--- src/rtl/shift_pkg.sv ---
// rtl/shift_pkg.sv - shared constants and encodings for the shift arbiter
package shift_pkg;

    localparam int SHIFT_W = 32;
    localparam int AMT_W   = 5;

    localparam logic OP_SLL = 1'b0;
    localparam logic OP_SRA = 1'b1;

    localparam logic ID_ALU   = 1'b0;
    localparam logic ID_SERVO = 1'b1;

    typedef enum logic {
        RES_EMPTY = 1'b0,
        RES_FULL  = 1'b1
    } res_state_t;

endpackage

--- src/rtl/shift_core.sv ---
// rtl/shift_core.sv - combinational 16/8/4/2/1 logarithmic shifter; SRA under SHIFT_ARBITER_SRA_EN
import shift_pkg::*;

module shift_core (
    input  logic [SHIFT_W-1:0] data,
    input  logic [AMT_W-1:0]   amt,
    input  logic               op,
    output logic [SHIFT_W-1:0] result
);

    logic [SHIFT_W-1:0] s16;
    logic [SHIFT_W-1:0] s8;
    logic [SHIFT_W-1:0] s4;
    logic [SHIFT_W-1:0] s2;

`ifdef SHIFT_ARBITER_SRA_EN
    logic right;
    logic fill;

    // Five binary-weighted stages; right shifts fill with the original sign bit
    always_comb begin
        right  = (op == OP_SRA);
        fill   = data[SHIFT_W-1];
        s16    = amt[4] ? (right ? {{16{fill}}, data[31:16]} : {data[15:0], 16'h0000}) : data;
        s8     = amt[3] ? (right ? {{8{fill}}, s16[31:8]}    : {s16[23:0], 8'h00})     : s16;
        s4     = amt[2] ? (right ? {{4{fill}}, s8[31:4]}     : {s8[27:0], 4'h0})       : s8;
        s2     = amt[1] ? (right ? {{2{fill}}, s4[31:2]}     : {s4[29:0], 2'b00})      : s4;
        result = amt[0] ? (right ? {fill, s2[31:1]}          : {s2[30:0], 1'b0})       : s2;
    end
`else
    logic unused_op;
    assign unused_op = op;

    // Left-shift only build: five zero-filling stages
    always_comb begin
        s16    = amt[4] ? {data[15:0], 16'h0000} : data;
        s8     = amt[3] ? {s16[23:0], 8'h00}     : s16;
        s4     = amt[2] ? {s8[27:0], 4'h0}       : s8;
        s2     = amt[1] ? {s4[29:0], 2'b00}      : s4;
        result = amt[0] ? {s2[30:0], 1'b0}       : s2;
    end
`endif

endmodule

--- src/rtl/shift_arbiter.sv ---
// rtl/shift_arbiter.sv - two-requester arbiter around one shifter with registered output; SRA via SHIFT_ARBITER_SRA_EN
import shift_pkg::*;

module shift_arbiter #(
    parameter int PRIO_FIXED = 0
) (
    input  logic               clock,
    input  logic               reset,
    input  logic               req0_valid,
    output logic               req0_ready,
    input  logic [SHIFT_W-1:0] req0_data,
    input  logic [AMT_W-1:0]   req0_amt,
    input  logic               req0_op,
    input  logic               req1_valid,
    output logic               req1_ready,
    input  logic [SHIFT_W-1:0] req1_data,
    input  logic [AMT_W-1:0]   req1_amt,
    input  logic               req1_op,
    output logic               res_valid,
    input  logic               res_ready,
    output logic [SHIFT_W-1:0] res_data,
    output logic               res_id
);

    res_state_t         state;
    logic               last;
    logic               tie_to_1;
    logic               gnt0;
    logic               gnt1;
    logic               can_accept;
    logic               accept;
    logic [SHIFT_W-1:0] sel_data;
    logic [AMT_W-1:0]   sel_amt;
    logic               sel_op;
    logic [SHIFT_W-1:0] shifted;

    // Grant selection, handshake and operand mux; ready is held low while in reset
    always_comb begin
        tie_to_1   = (PRIO_FIXED == 0) && (last == ID_ALU);
        gnt1       = req1_valid && (!req0_valid || tie_to_1);
        gnt0       = req0_valid && !gnt1;
        can_accept = !res_valid || res_ready;
        req0_ready = gnt0 && can_accept && reset;
        req1_ready = gnt1 && can_accept && reset;
        accept     = req0_ready || req1_ready;
        sel_data   = gnt1 ? req1_data : req0_data;
        sel_amt    = gnt1 ? req1_amt  : req0_amt;
        sel_op     = gnt1 ? req1_op   : req0_op;
    end

    shift_core u_core (
        .data   (sel_data),
        .amt    (sel_amt),
        .op     (sel_op),
        .result (shifted)
    );

    // Output register state machine; an accept loads data, id and the round-robin pointer
    always_ff @(posedge clock or negedge reset) begin
        if (!reset) begin
            state     <= RES_EMPTY;
            res_valid <= 1'b0;
            res_data  <= '0;
            res_id    <= ID_ALU;
            last      <= ID_SERVO;
        end else begin
            case (state)
                RES_EMPTY: begin
                    if (accept) begin
                        state     <= RES_FULL;
                        res_valid <= 1'b1;
                        res_data  <= shifted;
                        res_id    <= gnt1;
                        last      <= gnt1;
                    end
                end
                RES_FULL: begin
                    if (accept) begin
                        res_data <= shifted;
                        res_id   <= gnt1;
                        last     <= gnt1;
                    end else if (res_ready) begin
                        state     <= RES_EMPTY;
                        res_valid <= 1'b0;
                    end
                end
                default: begin
                    state     <= RES_EMPTY;
                    res_valid <= 1'b0;
                end
            endcase
        end
    end

endmodule

--- config.mk ---
export PLATFORM = sky130hd
export DESIGN_NAME = shift_arbiter
export DESIGN_NICKNAME = d
export VERILOG_FILES = /design/src/rtl/shift_pkg.sv /design/src/rtl/shift_core.sv /design/src/rtl/shift_arbiter.sv
export SDC_FILE = /design/constraint.sdc
export NUM_CORES = 1
export LEC_CHECK = 0
export CORE_UTILIZATION = 48
export CTS_CLUSTER_SIZE = 10
export DETAILED_ROUTE_END_ITERATION = 10
export PLACE_DENSITY_LB_ADDON = 0.1
export SLEW_MARGIN = 20
export SYNTH_ARGS = -nofsm -noshare
export SYNTH_HDL_FRONTEND = slang
export SYNTH_SLANG_ARGS = --single-unit
--- constraint.sdc ---
create_clock -name clock -period 2.24 [get_ports clock]
set_input_delay 0.56 -clock clock [delete_from_list [all_inputs] [get_ports clock]]
set_output_delay 0.56 -clock clock [all_outputs]
set_load 0.02 [all_outputs]
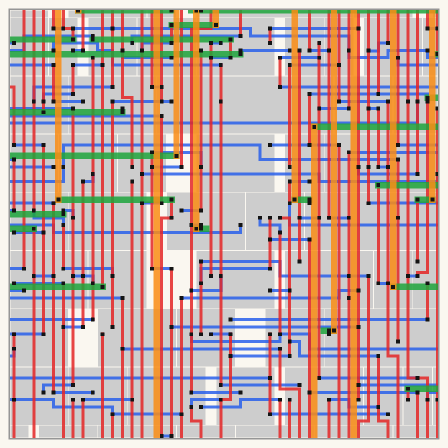
*Layout detail*
Region (58, 13) to (78, 33) um. Cells in grey, sequential cells in the stronger grey; small squares are vias.
- blue: metal 1
- green: metal 3
- red: metal 2
- orange: metal 4
- most frequent: buf_4 (10), mux2i_1 (9)
- cells with their middle in the window: 42
- sequential cells in the window: 0

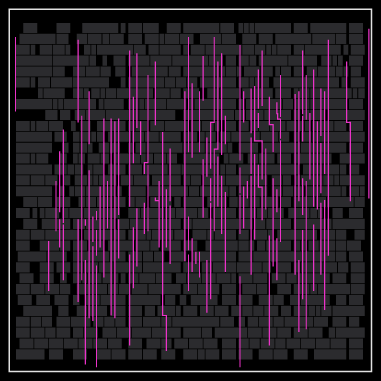
*The metal 4 layer*
Scale: 4 px per um.
- main direction: vertical
- wire length on this layer: 2050 um
- longest straight run: 53.7 um
DR vias: 5443
drt total wl: 20300 um

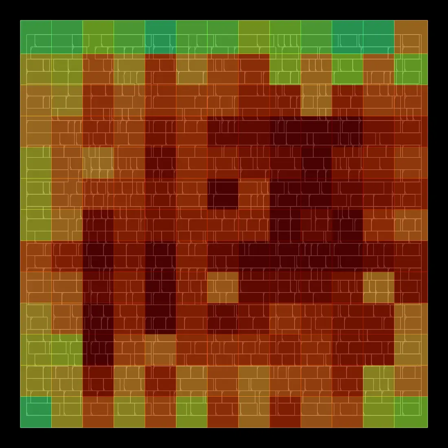
*Track usage over the die*
Global Route met1 Usage: 45.5%
met3 GRT Util: 8.46%
global routing usage on met2: 69.3%
WL/cell: 26.0 um
Final Util: 91.9%

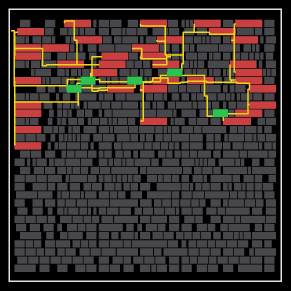
*Clock wires, drivers and flops*
Scale: 3 px per um.
- red: flip-flops (count 36)
- green: clock drivers (count 5)
- yellow: clock wires (length 476 um)
- routed clock nets: 6

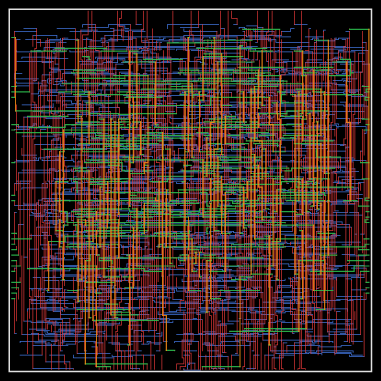
*Routed metal, one colour a layer*
Scale: 4 px per um.
- red: metal 2 (wire length 9190 um)
- green: metal 3 (wire length 2330 um)
- orange: metal 4 (wire length 2050 um)
- blue: metal 1 (wire length 6740 um)

==> impl_metrics.yaml <==
# yosys + openroad results
finish:
  fin_nets: 762
  n_all_inverters: 3
  flops: 36
  sh_comb_area_pct: 45.8
  flop_area_sq_um: 902
  nClkBuffers: 7
  nFillCells: 272
  n_all_buffers: 269
  buf_share_pct: 37.7
  clkCellAreaFrac_pct: 1.20
  largest_register: "res_data"
clocking:
  cts_sinks: 36
  cts_max_level: 2
  path_clk_slew_ps: 80
  cts-resized-gates: 65
  cts_setup_buffers: 20
global_routing:
  gr-total-overflow: 0
  grt_pass1_vias: 5151
  antenna_found_initial: 0
  grt_max_degree: 37
  grt_first_pass_wirelength_um: 25900
pwr:
  p_leak_nw: 2.94
  clock_power_w: 0.000458
  top_power_group: "combinational cells"
  internal_power_w: 0.00251
  seqPwrFrac_pct: 22.0
  powerSeq_w: 0.000985
  clkPwrFrac_pct: 10.2
  vdd_drop_max_uv: 596
  p_total_w: 0.00448
synth:
  synthXorXnorAreaFrac_pct: 0
  aoi_share_pct: 22.0
  yosys-stat-area_sq_mm: 0.00373
  ys_warn_count: 0
  synth_area_sq_mm: 0.00373
  netlist_instances: 443
  ys_top_logic_family: "multiplexers"
  async_reset_ff_share_pct: 100
  synth.most_common_cell: "mux2i_1"
  syn_avg_cell_area_sq_um: 8.43
  fp_nets: 524
  top_cell_area_share_pct: 23.5
  ys_ff: 36
  ys_cells: 443
  top_cells_by_count: "mux2i_1 (79), nand2_1 (75), dfrtp_1 (35), nor2_1 (24), o221ai_1 (24)"
worst_setup_path:
  critPathLaunch: "req0_valid"
  crit_buf_inv: 5
  crit_required_ps: 2400
  reg2reg_from: "last$_DFFE_PN1P_"
  crit_top_cell: "buf_4"
  crit_end: "res_data[24]$_DFFE_PN0P_"
  cp_top_family: "AND-OR/OR-AND gates"
  reg2reg_depth: 10
  rr_endpoint: "res_data[24]$_DFFE_PN0P_"
final_timing:
  rsz0062_at_grt: "true"
  fin_crit_sh_pct: 120
  worst_slew_pin_slew_ps: 518
  relSlewSlack_pct: 64.8
  finalHoldViolCount: 0
  setup_viol: 32
  setup_ws_ps: -456
  fin_worst_skew_ps: 11.5
  drv_slew: 0
  min_period_ps: 2700
die:
  well_tap_count: 99
  ios: 117
  initial_utilization_pct: 50.6
  core_area_sq_mm: 0.00737
drt:
  drt-initial-drc-count: 864
  route.detailed.drc: 0
  wl_met3_um: 2330
placement:
  gp_congestion: 0.960
  io_buffer_count: 114
  place_area_sq_mm: 0.00578
worst_hold_path:
  min_from: "state$_DFF_PN0_"
status:
  status: "complete, but fails checks"
  violations: "setup timing"
No activity file was given, so power comes from the tool's default toggle rates.
